## src/rtl/mem_access_stage_pkg.sv

```systemverilog
// Shared pipeline definitions for the MEM stage: access state encoding and
// default memory-handshake constants.
package mem_access_stage_pkg;

   typedef enum logic [1:0] {
      IDLE = 2'd0,
      BUSY = 2'd1,
      DONE = 2'd2
   } mem_state_t;

   localparam int          DEF_TIMEOUT  = 255;
   localparam logic [31:0] DEF_ERR_DATA = 32'hDEAD_BEEF;

endpackage

```

## src/rtl/mem_access_stage.sv

```systemverilog
// MEM pipeline stage: forwards EX/MEM fields to MEM/WB and runs a req/ack
// handshake with a variable-latency data memory, stalling until it completes.
module mem_access_stage
   import mem_access_stage_pkg::*;
#(
   parameter int          TIMEOUT  = DEF_TIMEOUT,
   parameter logic [31:0] ERR_DATA = DEF_ERR_DATA
) (
   input  logic        clk_i,
   input  logic        rst_n_i,
   input  logic        MemRead_i,
   input  logic        MemWrite_i,
   input  logic        MemtoReg_i,
   input  logic        RegWrite_i,
   input  logic [31:0] ALUresult_i,
   input  logic [31:0] WriteData_i,
   input  logic [4:0]  RDaddr_i,
   input  logic        mem_ack_i,
   input  logic [31:0] mem_rdata_i,
   output logic        mem_req_o,
   output logic        mem_we_o,
   output logic [31:0] mem_addr_o,
   output logic [31:0] mem_wdata_o,
   output logic        MemtoReg_o,
   output logic        RegWrite_o,
   output logic [31:0] Memdata_o,
   output logic [31:0] ALUresult_o,
   output logic [4:0]  RDaddr_o,
   output logic        stall_o,
   output logic        err_o
);

   localparam int CNT_W = $clog2(TIMEOUT + 1);
   localparam logic [CNT_W-1:0] CNT_LAST = CNT_W'(TIMEOUT - 1);

   mem_state_t       state_q, state_d;
   logic [CNT_W-1:0] cnt_q;
   logic [31:0]      addr_q, wdata_q, rdata_q;
   logic             we_q, err_q;
   logic             mem_op, start, ack_hit, timeout_hit, busy_stall;

   assign mem_op = MemRead_i | MemWrite_i;

   always_ff @(posedge clk_i or negedge rst_n_i) begin
      if (!rst_n_i) state_q <= IDLE;
      else          state_q <= state_d;
   end

   always_comb begin
      state_d     = state_q;
      start       = 1'b0;
      ack_hit     = 1'b0;
      timeout_hit = 1'b0;
      busy_stall  = 1'b0;
      mem_req_o   = 1'b0;
      case (state_q)
         IDLE: begin
            if (mem_op) begin
               start      = 1'b1;
               busy_stall = 1'b1;
               state_d    = BUSY;
            end
         end
         BUSY: begin
            busy_stall = 1'b1;
            mem_req_o  = 1'b1;
            if (mem_ack_i) begin
               ack_hit = 1'b1;
               state_d = DONE;
            end else if (cnt_q == CNT_LAST) begin
               timeout_hit = 1'b1;
               state_d     = DONE;
            end
         end
         DONE:    state_d = IDLE;
         default: state_d = IDLE;
      endcase
   end

   // Request registers, wait counter and returned data
   always_ff @(posedge clk_i or negedge rst_n_i) begin
      if (!rst_n_i) begin
         addr_q  <= '0;
         wdata_q <= '0;
         we_q    <= 1'b0;
         cnt_q   <= '0;
         rdata_q <= '0;
         err_q   <= 1'b0;
      end else begin
         if (start) begin
            // A simultaneous read+write is treated as a store.
            addr_q  <= {ALUresult_i[31:2], 2'b00};
            wdata_q <= WriteData_i;
            we_q    <= MemWrite_i;
            cnt_q   <= '0;
            if (ALUresult_i[1:0] != 2'b00) err_q <= 1'b1;
         end else if (state_q == BUSY && !ack_hit && !timeout_hit) begin
            cnt_q <= cnt_q + CNT_W'(1);
         end
         if (ack_hit && !we_q) rdata_q <= mem_rdata_i;
         if (timeout_hit) begin
            rdata_q <= ERR_DATA;
            err_q   <= 1'b1;
         end
      end
   end

   // Stall is gated by reset so it drops the moment reset asserts.
   assign stall_o     = busy_stall & rst_n_i;
   assign mem_we_o    = we_q;
   assign mem_addr_o  = addr_q;
   assign mem_wdata_o = wdata_q;
   assign RegWrite_o  = RegWrite_i & ~stall_o;
   assign MemtoReg_o  = MemtoReg_i;
   assign ALUresult_o = ALUresult_i;
   assign RDaddr_o    = RDaddr_i;
   assign Memdata_o   = (state_q == DONE) ? rdata_q : 32'h0;
   assign err_o       = err_q;

endmodule

```

## config.mk

```make
export PLATFORM = sky130hd
export DESIGN_NAME = mem_access_stage
export DESIGN_NICKNAME = d
export VERILOG_FILES = /design/src/rtl/mem_access_stage_pkg.sv /design/src/rtl/mem_access_stage.sv
export SDC_FILE = /design/constraint.sdc
export NUM_CORES = 1
export LEC_CHECK = 0
export ABC_AREA = 1
export CAP_MARGIN = 20
export CORE_MARGIN = 5
export CORE_UTILIZATION = 40
export CTS_CLUSTER_DIAMETER = 40
export CTS_CLUSTER_SIZE = 12
export DETAILED_ROUTE_END_ITERATION = 8
export PLACE_DENSITY = 0.79
export SETUP_SLACK_MARGIN = 0.2
export SYNTH_ARGS = -nofsm -noshare
export SYNTH_HDL_FRONTEND = slang
export SYNTH_SLANG_ARGS = --single-unit
```

## constraint.sdc

```tcl
create_clock -name clk_i -period 2.3 [get_ports clk_i]
set_input_delay 0.345 -clock clk_i [delete_from_list [all_inputs] [get_ports clk_i]]
set_output_delay 0.345 -clock clk_i [all_outputs]
set_load 0.02 [all_outputs]
```

==> Changelog: implementation <==
## Implementation

- Final Power: 9.21 mW
- Dominant combinational family: simple AND/OR/NAND/NOR gates
- GP Congestion: 0.793
- Root Buffer: clkbuf_16
- Vias: 4185
- CP arrival: 1.64 ns
- Syn_area_per_cell: 8.42 µm²
- Final setup vio count: 0
- Peak fanout along the critical path: 32
- Antenna-violating nets left: 0
- Die width: 120 µm
- H-Tree Level Count: 3
- DRC viols: 0
- Clk_skew: 0.00848 ns
- Layout cells sized above 1: 0.0663
- Post-Syn Area: 4860 µm²
- Routed WL: 13000 µm
- Setup_tns: 0 ns
- Drt wl/cell: 14.1 µm
- Layout fillers: 1016
- P_leak: 3.68 nW
- Unique masters post-synth: 27
- Post-DP HPWL: 9870 µm
- Crit path kind: register to output pin
- FMAX: 0.505 GHz
- Crit path largest cell delay: 0.40 ns
- Top Ports: 247
- Port-buffer cells: 232
- Global-route wire length before repair: 21100 µm
- Worst hold slack: 0.155 ns
- Hold crit path type: input pin to async pin
- Largest cells by area after synthesis: dfrtp_1 (55%), nand2_1 (19%), buf_4 (6.8%)
- Sequential share of the synthesized area: 0.545
- Synth warnings: 0
- Register Area: 2650 µm²
- CP cell instances: inv_2, nand2_1, buf_4, nor2_1, dlygate4sd2_1
- Number of global-route vias before repair: 4270
- Pwr/cell area: 1260 nW/µm²
- GR Util All Layers: 0.176
- Most instantiated logic cells after routing: nand2_1 (251), clkdlybuf4s50_1 (197), dfrtp_1 (106)
- Die height: 120 µm
- Critical path required time: 1.96 ns
- Simple Share, Synth: 0.259
- Yosys top cell by area: dfrtp_1
- VDD IR max: 601 µV
- Largest net degree at the start of global routing: 68
- Area growth syn-to-layout: 49.9%
- Outcome: completed
- TritonCTS Buffers: 9
- Clk ins delay skew pair: 0.33 ns
- Cell count after synthesis: 578
- Initial antenna violation count: 0
- Complex Gates by Area: 0.0594
- Endpoints failing hold: 0
- #FFs+latches synth: 106
- Post-DR vias/cell: 4.57
## area by class of cell
class	instances	area share
sequential	106	0.364
clock buffer	11	0.0333
timing repair buffer	239	0.322
tap	147	0.0252
inverter	44	0.0227
clock inverter	5	0.0106
multi-input combinational	364	0.223
## flip-flops by register name, summed over array words and instances (netlist names)
register and count:
mem_wdata_o 32, rdata_q 32, err_o 1, mem_we_o 1
cnt_q 8, state_q 2, mem_addr_o 30
## metrics by stage
stage / utilization / setup WS (ns) / std cells / instance area [µm²]
CTS: 0.609 / 0.284 / 916 / 7280
floorplan: - / 0.672 / 579 / 4870
global route: 0.610 / 0.223 / 916 / 7290
finish: 0.610 / 0.319 / 916 / 7290
detailed placement: 0.586 / 0.00145 / 900 / 7010
global placement: 0.586 / 0.0752 / 900 / 7010
## kinds of logic after synthesis
group / Yosys count
xor gates and xnor gates: 3
DFF: 106
other: 1
AOI/OAI and AO/OA: 41
and+or+nand+nor: 316
buffers and inverters: 109
adders and majority gates: 2
## repair_timing
action	in CTS	in global routing
endpoints found under the setup margin	34	7
resized	34	2
setup buffers	0	0
pin swaps	0	0
hold buffers	0	0
## power breakdown
group          internal, mW  leakage (nW)  switching (mW)
Sequential             2.72          1.31           0.438
Clock                 0.981         0.156           0.648
Combinational          1.87          2.21            2.56
Total                  5.57          3.68            3.65
## per-layer routing
| layer | part of all wire | vias to the layer above | GRT usage | wire, µm |
|---|---|---|---|---|
| met3 | 0.061 | 18 | 0.0402 | 796 |
| met4 | 0.018 | 0 | 0.0588 | 235 |
| li1 | - | 2077 | - | - |
| met1 | 0.40 | 1944 | 0.212 | 5190 |
| met5 | 0 | - | 0 | 0 |
| met2 | 0.52 | 146 | 0.313 | 6730 |
## path summary, 6_finish.rpt
| kind | startpoint | to | slack (ns) | depth (start not counted) |
|---|---|---|---|---|
| hold reg to reg | err_o | err_o | 0.46 | 2 |
| max in group asynchronous | rst_n_i | mem_wdata_o[1] | 1.63 | 2 |
| setup reg to reg | state_q[1] | cnt_q[7] | 0.51 | 8 |
| setup / recovery | state_q[0] | Memdata_o[15] | 0.32 | 5 |
| hold / removal | rst_n_i | rdata_q[25] | 0.16 | 2 |
| min in group clk_i | err_o | err_o | 0.46 | 2 |
## critical path, delay by kind of cell (launching register included)
family,cells,cell delay (ns)
buf+inv,3,0.70
flops,1,0.40
simple gates,2,0.21
## synth_stat cells
| master | n |
|---|---|
| clkbuf_1 | 5 |
| nor2_2 | 2 |
| xor2_1 | 3 |
| conb_1 | 1 |
| nor2_4 | 2 |
| o21a_1 | 1 |
| nand2_1 | 251 |
| dfrtp_1 | 106 |
| nor3_2 | 1 |
| o211ai_1 | 2 |
| ha_1 | 2 |
| o22ai_1 | 1 |
| nand2_2 | 5 |
| buf_2 | 14 |
| inv_2 | 5 |
| o211ai_2 | 10 |
| buf_6 | 2 |
| buf_4 | 44 |
| a21oi_1 | 13 |
| inv_1 | 39 |
| nor2_8 | 1 |
| nand4_1 | 2 |
| nand3_1 | 6 |
| nand2_4 | 1 |
| o21ai_0 | 5 |
| o21ai_1 | 9 |
| nor2_1 | 45 |
Fig. 1: cell classes on the final placement
The bar under the picture is 20 µm long. Fill, decap, tap and diode cells in grey.
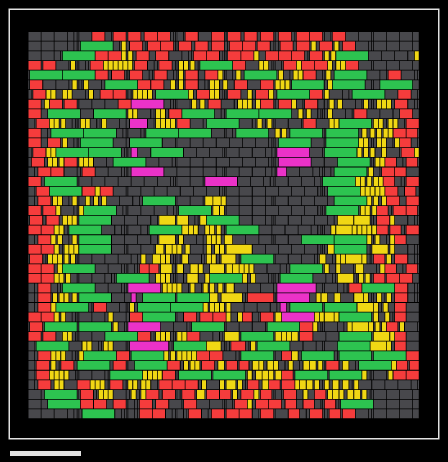
colour	class	cells	share of their area
red	other buffers and delay cells	239	33%
magenta	clock drivers and dummy loads	16	4.5%
yellow	all other logic	408	25%
green	flip-flops	106	37%
site row count: 40
Non-Filler Cell Area, Final: 7290 µm²
core area: 12000 µm²

Fig. 2: routed metal, one colour a layer
The bar under the picture is 20 µm long.
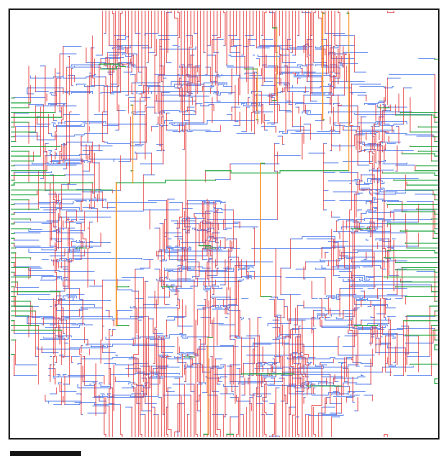
colour	layer	wire length
orange	met4	235 µm
red	met2	6730 µm
blue	met1	5190 µm
green	met3	796 µm

No activity file was given, so power comes from the tool's default toggle rates.
